**config.mk**
```make
export PLATFORM = sky130hd
export DESIGN_NAME = csam_16x12_tc
export DESIGN_NICKNAME = d
export VERILOG_FILES = /design/src/rtl/csam_16x12_tc.sv
export SDC_FILE = /design/constraint.sdc
export NUM_CORES = 1
export LEC_CHECK = 0
export CAP_MARGIN = 20
export CORE_AREA = 2 2 101 103
export DETAILED_ROUTE_END_ITERATION = 8
export DIE_AREA = 0 0 103 105
export MAX_ROUTING_LAYER = met4
export PLACE_DENSITY_LB_ADDON = 0.12
export SYNTH_ARGS = -nofsm -noshare
export SYNTH_HDL_FRONTEND = slang
export SYNTH_SLANG_ARGS = --single-unit
```
**constraint.sdc**
```tcl
create_clock -name clk -period 54.9 [get_ports clk]
set_input_delay 13.725 -clock clk [delete_from_list [all_inputs] [get_ports clk]]
set_output_delay 13.725 -clock clk [all_outputs]
set_load 0.03 [all_outputs]
```
**src/rtl/csam_16x12_tc.sv**
```systemverilog
// Signed 16x12 carry-save array multiplier with Baugh-Wooley sign handling
// and a ripple-carry vector-merge adder; combinational Z plus registered Z_r.
module csam_16x12_tc (
  input  logic        clk,
  input  logic        reset,
  output logic [27:0] Z,
  input  logic [15:0] X,
  input  logic [11:0] Y,
  output logic [27:0] Z_r
);

  localparam int unsigned XW = 16;
  localparam int unsigned YW = 12;
  localparam int unsigned ZW = 28;

  // Baugh-Wooley correction: constant ones at columns 11, 15 and 27
  localparam logic [ZW-1:0] BW_CORR = (ZW'(1) << 27) | (ZW'(1) << 15) | (ZW'(1) << 11);

  logic [XW-1:0] pp [YW];
  logic [ZW-1:0] sv [YW];
  logic [ZW-1:0] cv [YW];
  logic [ZW-1:0] z_sum;

  // Partial products; sign-row/sign-column terms are complemented, the corner term is not
  always_comb begin : pp_gen
    for (int unsigned j = 0; j < YW; j++) begin
      for (int unsigned i = 0; i < XW; i++) begin
        pp[j][i] = (X[i] & Y[j]) ^ ((i == XW - 1) != (j == YW - 1));
      end
    end
  end

  // Carry-save array: the correction constant rides in as the initial carry vector,
  // each of the 11 rows adds one shifted partial-product row, carries move one column left
  always_comb begin : csa_array
    logic [ZW-1:0] row;
    logic [ZW-1:0] maj;
    row   = '0;
    maj   = '0;
    sv[0] = ZW'(pp[0]);
    cv[0] = BW_CORR;
    for (int unsigned j = 1; j < YW; j++) begin
      row   = ZW'(pp[j]) << j;
      sv[j] = sv[j-1] ^ cv[j-1] ^ row;
      maj   = (sv[j-1] & cv[j-1]) | (sv[j-1] & row) | (cv[j-1] & row);
      cv[j] = {maj[ZW-2:0], 1'b0};
    end
  end

  // Vector-merge ripple-carry adder; carry out of column 27 is dropped
  always_comb begin : vma
    logic c;
    c     = 1'b0;
    z_sum = '0;
    for (int unsigned k = 0; k < ZW; k++) begin
      z_sum[k] = sv[YW-1][k] ^ cv[YW-1][k] ^ c;
      c        = (sv[YW-1][k] & cv[YW-1][k]) | (sv[YW-1][k] & c) | (cv[YW-1][k] & c);
    end
  end

  assign Z = z_sum;

  always_ff @(posedge clk) begin
    if (reset) Z_r <= '0;
    else       Z_r <= Z;
  end

endmodule

```
**Met1 routing**

(4 px per micron) Supply wires on this layer in gray.
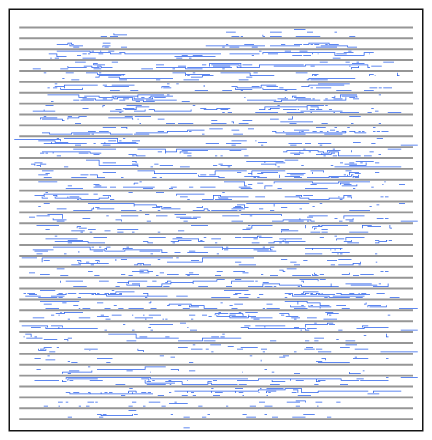
nets with wire on the layer	662
share of all routed wire	37%
longest straight run	32.7 microns
wire length on this layer	3,400 microns
main direction	horizontal
vias after detailed routing: 3,619
overall routed net length: 9320 microns
GR Util met1: 0.232

**Signal wires on met2**

(3 px per micron)
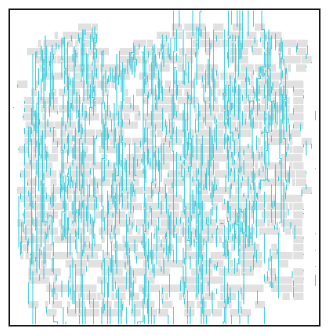
wire length on this layer	5,650 microns
nets with wire on the layer	752
longest straight run	45.2 microns
main direction	vertical
share of all routed wire	61%

**The metal 3 layer**

(4 px per micron)
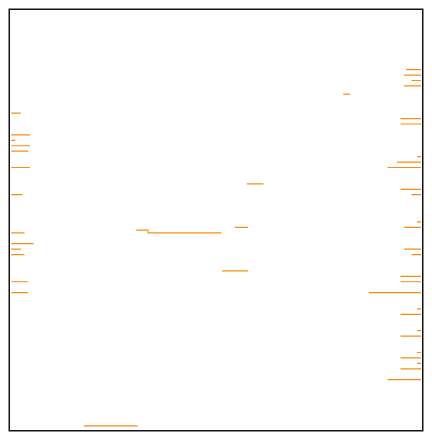
main direction	horizontal
wire length on this layer	200 microns
met3 Use GR: 0.0134

==> results.txt <==
flow finished, numbers: Synth Warn #=0, Final Non-Filler Cells=728, most frequent cells after synthesis=fa_1 (164), and2_1 (143), inv_1 (77), Post-synth ARST share=0, Clock-cell share=0.0107, die height=105 microns, Tcrit/Tclk final=0.741, worst-margin pin slew=around 540 ps, post-place setup slack=14,130 ps, crit end category=output pin, depth of the CTS H-tree=1, layout filler cell count=788, CP Launch Type=primary input, Post-synth EDFFs=0, minimum clock period=40,680 ps, Non-clk invs=77, port buffer count=85, # Cells Yosys=~540, vias in the first global route=3,940, met2 usage=0.368, postcts setup bufs=0, FF/Latch Area=561 sq um, Pre-Place Util=0.603, Setup Total Neg Slack=0 ps, grt ovf=0, max reg flops=28, hold depth=3, Crit path depth=33, final core occ=0.693, gr usage total=0.196, initial antenna violation count=0, Post-synth area hogs=fa_1 (57%), and2_1 (15%), dfxtp_1 (9.6%), inv_1 (5.0%), ha_1 (3.4%), family with the most delay on the worst path=adder cells, Slowest cell on crit path=clkdlybuf4s50_1, crit path to=Z[26], cell taking the most area after synthesis=fa_1, status=completed, Post-CTS Resized=0, most frequent cell on the critical path=fa_1, CP startpoint=Y[0], Top reg by flops=Z_r, final setup fails=0, CTS Hold Bufs=0, setup slack after layout=14,220 ps, layout cells sized above 1=0.0319, main flop type=dfxtp_1, CP arrival=around 27,000 ps, flop count=28, Post-route DRC=0, # rows=36, width of the die=approximately 100 microns, Logic area=approximately 4700 sq um, Max stage delay on crit path=~660 ps, flop share of the area=0.0839, tool warnings=26, biggest regs=Z_r (28)
